==> images/placed.png <==
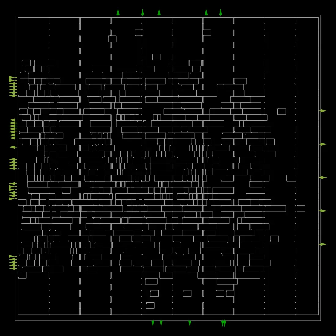
==> images/class_map.png <==
Bar = 50 µm. Fill, decap, tap and diode cells in gray.
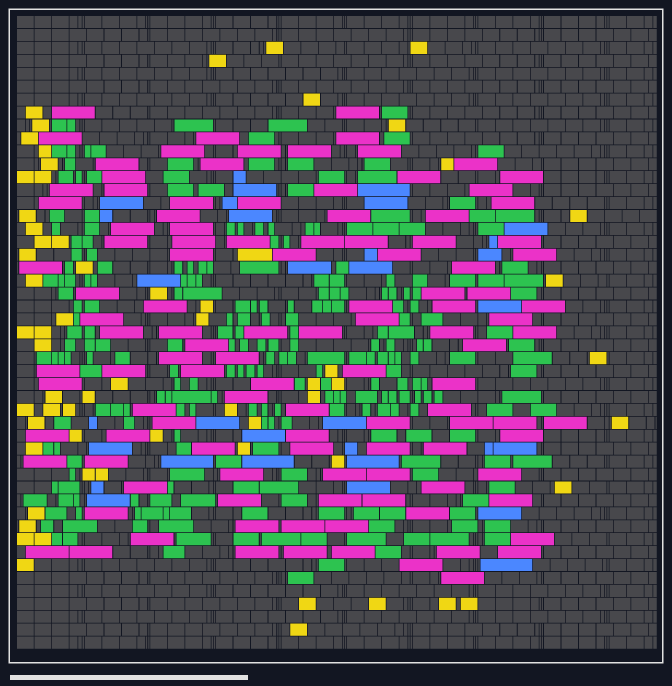
==> images/clock_wires.png <==
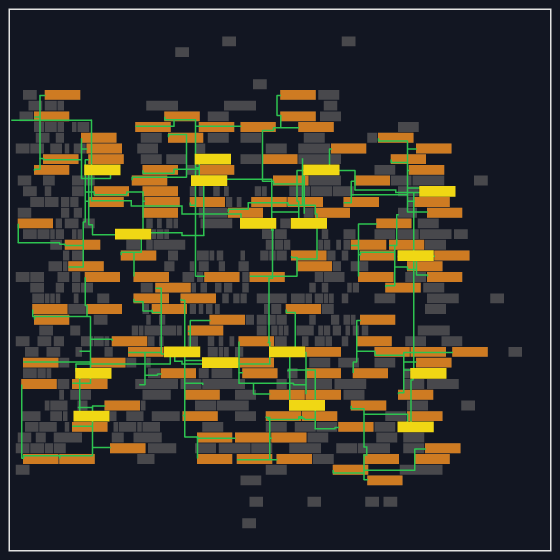
==> src/rtl/pulse_width_monitor.sv <==
// Pulse width monitor: synchronises test_in, measures high-pulse widths
// and queues {width, sat} records for a valid/ready consumer.
module pulse_width_monitor #(
  parameter int WIDTH_W     = 16,
  parameter int DEPTH       = 4,
  parameter int SYNC_STAGES = 2,
  parameter int CNT_W       = 16
) (
  input  logic                   clock,
  input  logic                   resetb,
  input  logic                   test_in,
  input  logic                   enable,
  input  logic                   clear_ovf,
  input  logic                   rec_ready,
  output logic                   rec_valid,
  output logic [WIDTH_W-1:0]     rec_width,
  output logic                   rec_sat,
  output logic [CNT_W-1:0]       pulse_count,
  output logic                   overflow,
  output logic                   level,
  output logic [$clog2(DEPTH):0] fifo_level
);
  localparam int AW = $clog2(DEPTH);
  localparam logic [WIDTH_W-1:0] WMAX = '1;
  localparam logic [AW:0] FULL = (AW+1)'(DEPTH);

  typedef enum logic [1:0] {
    IDLE, WAIT_LOW, ARMED, MEASURE
  } state_e;

  logic [SYNC_STAGES-1:0] sync_q;
  state_e                 state_q, state_d;
  logic [WIDTH_W-1:0]     width_q, width_d;
  logic                   sat_q, sat_d;
  logic [WIDTH_W:0]       mem_q [DEPTH];
  logic [AW-1:0]          wr_q, rd_q;
  logic [AW:0]            lvl_q, lvl_d;
  logic [CNT_W-1:0]       pcnt_q;
  logic                   ovf_q;
  logic                   s, push, pop;
  logic                   full, wr_en, drop;

  assign s = sync_q[SYNC_STAGES-1];

  always_ff @(posedge clock or negedge resetb) begin
    if (!resetb) begin
      sync_q <= '0;
    end else begin
      sync_q <= {sync_q[SYNC_STAGES-2:0], test_in};
    end
  end

  always_comb begin
    state_d = state_q;
    width_d = width_q;
    sat_d   = sat_q;
    push    = 1'b0;
    if (!enable) begin
      state_d = IDLE;
    end else begin
      unique case (state_q)
        IDLE: state_d = s ? WAIT_LOW : ARMED;
        WAIT_LOW: if (!s) state_d = ARMED;
        ARMED: begin
          if (s) begin
            state_d = MEASURE;
            width_d = WIDTH_W'(1);
            sat_d   = 1'b0;
          end
        end
        MEASURE: begin
          if (s) begin
            if (width_q == WMAX) sat_d = 1'b1;
            else width_d = width_q + WIDTH_W'(1);
          end else begin
            state_d = ARMED;
            push    = 1'b1;
          end
        end
      endcase
    end
  end

  always_ff @(posedge clock or negedge resetb) begin
    if (!resetb) begin
      state_q <= IDLE;
      width_q <= '0;
      sat_q   <= 1'b0;
    end else begin
      state_q <= state_d;
      width_q <= width_d;
      sat_q   <= sat_d;
    end
  end

  // a pop frees a slot in the same cycle, so a full FIFO still accepts
  assign pop   = rec_valid & rec_ready;
  assign full  = (lvl_q == FULL);
  assign wr_en = push & (~full | pop);
  assign drop  = push & full & ~pop;
  assign lvl_d = lvl_q + (AW+1)'(wr_en) - (AW+1)'(pop);

  always_ff @(posedge clock or negedge resetb) begin
    if (!resetb) begin
      for (int i = 0; i < DEPTH; i++) mem_q[i] <= '0;
      wr_q   <= '0;
      rd_q   <= '0;
      lvl_q  <= '0;
      pcnt_q <= '0;
      ovf_q  <= 1'b0;
    end else begin
      if (wr_en) begin
        mem_q[wr_q] <= {width_q, sat_q};
        wr_q        <= wr_q + AW'(1);
      end
      if (pop) rd_q <= rd_q + AW'(1);
      lvl_q <= lvl_d;
      if (push) pcnt_q <= pcnt_q + CNT_W'(1);
      if (drop) ovf_q <= 1'b1;
      else if (clear_ovf) ovf_q <= 1'b0;
    end
  end

  assign rec_valid   = (lvl_q != '0);
  assign rec_width   = mem_q[rd_q][WIDTH_W:1];
  assign rec_sat     = mem_q[rd_q][0];
  assign pulse_count = pcnt_q;
  assign overflow    = ovf_q;
  assign level       = s;
  assign fifo_level  = lvl_q;

endmodule

==> config.mk <==
export PLATFORM = sky130hd
export DESIGN_NAME = pulse_width_monitor
export DESIGN_NICKNAME = d
export VERILOG_FILES = /design/src/rtl/pulse_width_monitor.sv
export SDC_FILE = /design/constraint.sdc
export NUM_CORES = 1
export LEC_CHECK = 0
export CAP_MARGIN = 20
export CORE_UTILIZATION = 30
export CTS_CLUSTER_DIAMETER = 80
export DETAILED_ROUTE_END_ITERATION = 8
export PLACE_DENSITY = 0.57
export SLEW_MARGIN = 20
export SYNTH_ARGS = -nofsm -noshare
export SYNTH_HDL_FRONTEND = slang
export SYNTH_SLANG_ARGS = --single-unit
==> constraint.sdc <==
create_clock -name clock -period 2.86 [get_ports clock]
set_clock_uncertainty 0.2 [all_clocks]
set_input_delay 0.572 -clock clock [delete_from_list [all_inputs] [get_ports clock]]
set_output_delay 0.572 -clock clock [all_outputs]
set_load 0.01 [all_outputs]
==> notes.md <==
Physical implementation.

- The clock transition time at the flip-flop clock pins of the worst setup and hold paths is 50 ps.
- The run finished with clean final reports.
- The power report attributes to the combinational group a share of 0.164.
- The smallest hold slack is 151 ps.
- The proportion of layout cells with a drive suffix above 1 is 0.294.
- The number of buffers added by the clock tree synthesis step is 17.
- For this run, asynchronously set or reset flops after synthesis account for 1.00.
- The die outline width is 137 µm.
- For reference, the mux area share after synthesis is 0.223.
- The largest single stage delay on the critical path is 540 ps.
- The area fraction in and, or, nand and nor cells after synthesis is 0.103.
- The worst voltage drop across the vdd grid is 0.522 mV.
- In the post-route analysis, the smallest setup slack over all paths is 47.2 ps.
- The total routed wirelength is 11300 µm.
- The clock net in this run drives a total of 113 sinks.
- The leakage component of the power was reported as 0.00317 µW.
- The number of maximum-capacitance constraint violations is 0.
- For this design the ratio of total power to cell area is 732 mW/mm².
- At floorplan, the net count of the design was reported as 408.
- For this design, Yosys synthesis ends with a cell count of 393.
- The final layout reports a setup TNS of 0 ps.
- For this run, design rule violations remaining after detail routing come to 0.
- The worst-case headroom to the max-slew limit is 0.678.
- The number of gates resized after cts is 0.
- The post-CTS repair timing setup buffer count is 0.
- Leaving out buffers and inverters, the combinational logic in the layout accounts for 0.00239 mm².
- The achievable clock frequency is 356 MHz.
- The initial antenna violation count is 0.
- The half-perimeter wire length after placement is 7270 µm.
- The antenna diode instance count is 0.
- After synthesis the cells add up to 0.00548 mm².
- The pre-placement core utilization is 0.305.
- The mean instance size in the synthesized netlist is 13.9 µm².
- The clock period could shrink to 2810 ps.
- The number of library cell types mapped by synthesis is 45.
- The global routing report lists combined usage of all routing layers as 0.136.
- The cell sequence reported for the critical path is buf_4 -> mux4_2 -> clkdlybuf4s50_1.
- The transition time recorded at the tightest slew-check pin is 479 ps.
- Per the log, the first TritonRoute iteration ended with a DRC count of 130.
- Setup repair after global routing could not meet its margin everywhere.
- The number of global-route vias before repair is 3548.
- For this design the total switching power over the nets is 1280 µW.
- The share of total power dissipated in sequential elements is 0.369.
- The script reports the combined buffer and inverter count of the critical path as 2.
- The share of synthesized area in the top cell type comes to 0.516.
- The detailed router placed 3285 vias in this run.
- On the critical path the largest part of the delay comes from buffers and inverters.
- The internal power of the cells is 3690 µW.
- The switching part of the total is 0.257.
- In this run the worst path has a maximum fanout of 10.
- The wire length of the first global-routing pass is 19100 µm.
- The min-delay analysis places its worst path in the category register to register.
- The cell at the slowest stage of the critical path is sky130_fd_sc_hd__mux4_2.
- For the worst setup path, the data arrival time is 2040 ps.
- Per the layout report, the design carries 1666 filler cells.
- The count of pins over their slew limit is 0.
- The H-tree was split into 4 levels.
- The relative area change from synthesis to final layout is 23.9%.
- Per the finish-stage timing summary, setup violations number 0.
- Post-synth the commonest register cell is sky130_fd_sc_hd__dfrtp_1.
- The routed wire length per instance is 16.2 µm.
- In this run the full chip footprint comes out at 0.0188 mm².
- In the routed layout, each cell is associated on average with a via count of 4.73.
- The chip area line in the Yosys stat output reads 0.00548 mm².
- The net count of the finished layout is 468.
Back to the opening pictures, placed.png:
CORE AREA: 0.0180 mm²
Tapcells: 229
Site Rows: 49
non-filler instance count after layout: 695

Back to the opening pictures, class_map.png:
remaining logic cells -> green  # cells 258
remaining buffers and delay cells -> yellow  # cells 63
clock drivers and dummy loads -> blue  # cells 32
registers -> magenta  # cells 113

Back to the opening pictures, clock_wires.png:
flip-flops -> orange  # count 113
clock-net drivers -> yellow  # count 17
clock wires -> green  # length 1560 µm
routed clock nets = 18

[state kept, by name, indices dropped and copies added (netlist names)]
name	flops
mem_q	68
pulse_count	16
width_q	16
fifo_level	3
rd_q	2
state_q	2
sync_q	2
wr_q	2
overflow	1
sat_q	1
[power by group through the flow]
stage / Clock (µW) / Sequential, µW / Combinational [µW]
final: 2320 / 1830 / 813
after global routing: 2440 / 1850 / 899
after CTS: 2360 / 1830 / 835
after detailed placement: 0 / 1860 / 834
after global placement: 0 / 1850 / 811
after floorplan: 0 / 1840 / 521
[placed cells by master (no fill, tap or decap), drive strengths merged, types with 12 or more instances in the layout]
cell type / instances
xnor2: 17
buf: 19
mux4: 17
clkbuf: 18
nand3: 13
inv: 12
mux2: 56
dfrtp: 113
nand2: 34
clkdlybuf4s50: 43
o21ai: 29
nor2: 13
[final cells by class]
cell class	count	area share
multi-input combinational	247	0.352
timing repair buffer	63	0.0877
inverter	11	0.00608
clock inverter	14	0.0311
tap	229	0.0422
clock buffer	18	0.0647
sequential	113	0.416
[routing by layer]
layer | part of all wire | up-vias | global-route usage | routed length, µm
li1 | - | 1532 | - | -
met1 | 0.47 | 1672 | 0.183 | 5330
met2 | 0.48 | 72 | 0.208 | 5380
met3 | 0.041 | 9 | 0.0397 | 465
met4 | 0.0097 | 0 | 0.0476 | 109
met5 | 0 | - | 0 | 0
[path summary, 6_finish.rpt]
check | startpoint | slack, ps | to | cells past startpoint
max in group asynchronous | resetb | 1300 | mem_q[14]$_DFFE_PN0P_ | 3
worst max register to register | fifo_level[2]$_DFF_PN0_ | 220 | fifo_level[2]$_DFF_PN0_ | 8
min in group asynchronous | resetb | 460 | pulse_count[9]$_DFFE_PN0P_ | 2
worst max-delay path | rd_q[0]$_DFFE_PN0N_ | 50 | rec_width[6] | 3
worst min-delay path | sync_q[0]$_DFF_PN0_ | 150 | sync_q[1]$_DFF_PN0_ | 0
worst min register to register | sync_q[0]$_DFF_PN0_ | 150 | sync_q[1]$_DFF_PN0_ | 0
[cells in the mapped netlist, types with 5 or more instances]
cell type and count:
sky130_fd_sc_hd__mux2_4 56, sky130_fd_sc_hd__nor2_1 12, sky130_fd_sc_hd__a21oi_1 6, sky130_fd_sc_hd__dfrtp_1 113, sky130_fd_sc_hd__nand3_1 13, sky130_fd_sc_hd__inv_1 11
sky130_fd_sc_hd__o21ai_0 29, sky130_fd_sc_hd__nand2_1 30, sky130_fd_sc_hd__buf_12 5, sky130_fd_sc_hd__nand4_1 10, sky130_fd_sc_hd__ha_1 8, sky130_fd_sc_hd__clkbuf_1 7
sky130_fd_sc_hd__xnor2_1 17, sky130_fd_sc_hd__and3_1 5, sky130_fd_sc_hd__mux4_2 17
[repair_timing]
action	CTS	global route
hold buffers	1	0
pin swaps	0	0
setup endpoints to repair	2	17
hold endpoints to repair	29	0
[stage by stage]
step / util / instances / cell area [µm²]
floorplan: - / 393 / 5480
global placement: 0.341 / 662 / 6130
detailed placement: 0.341 / 662 / 6130
CTS: 0.378 / 695 / 6790
global route: 0.378 / 695 / 6790
finish: 0.378 / 695 / 6790
Power is estimated from default activity; no workload was simulated.
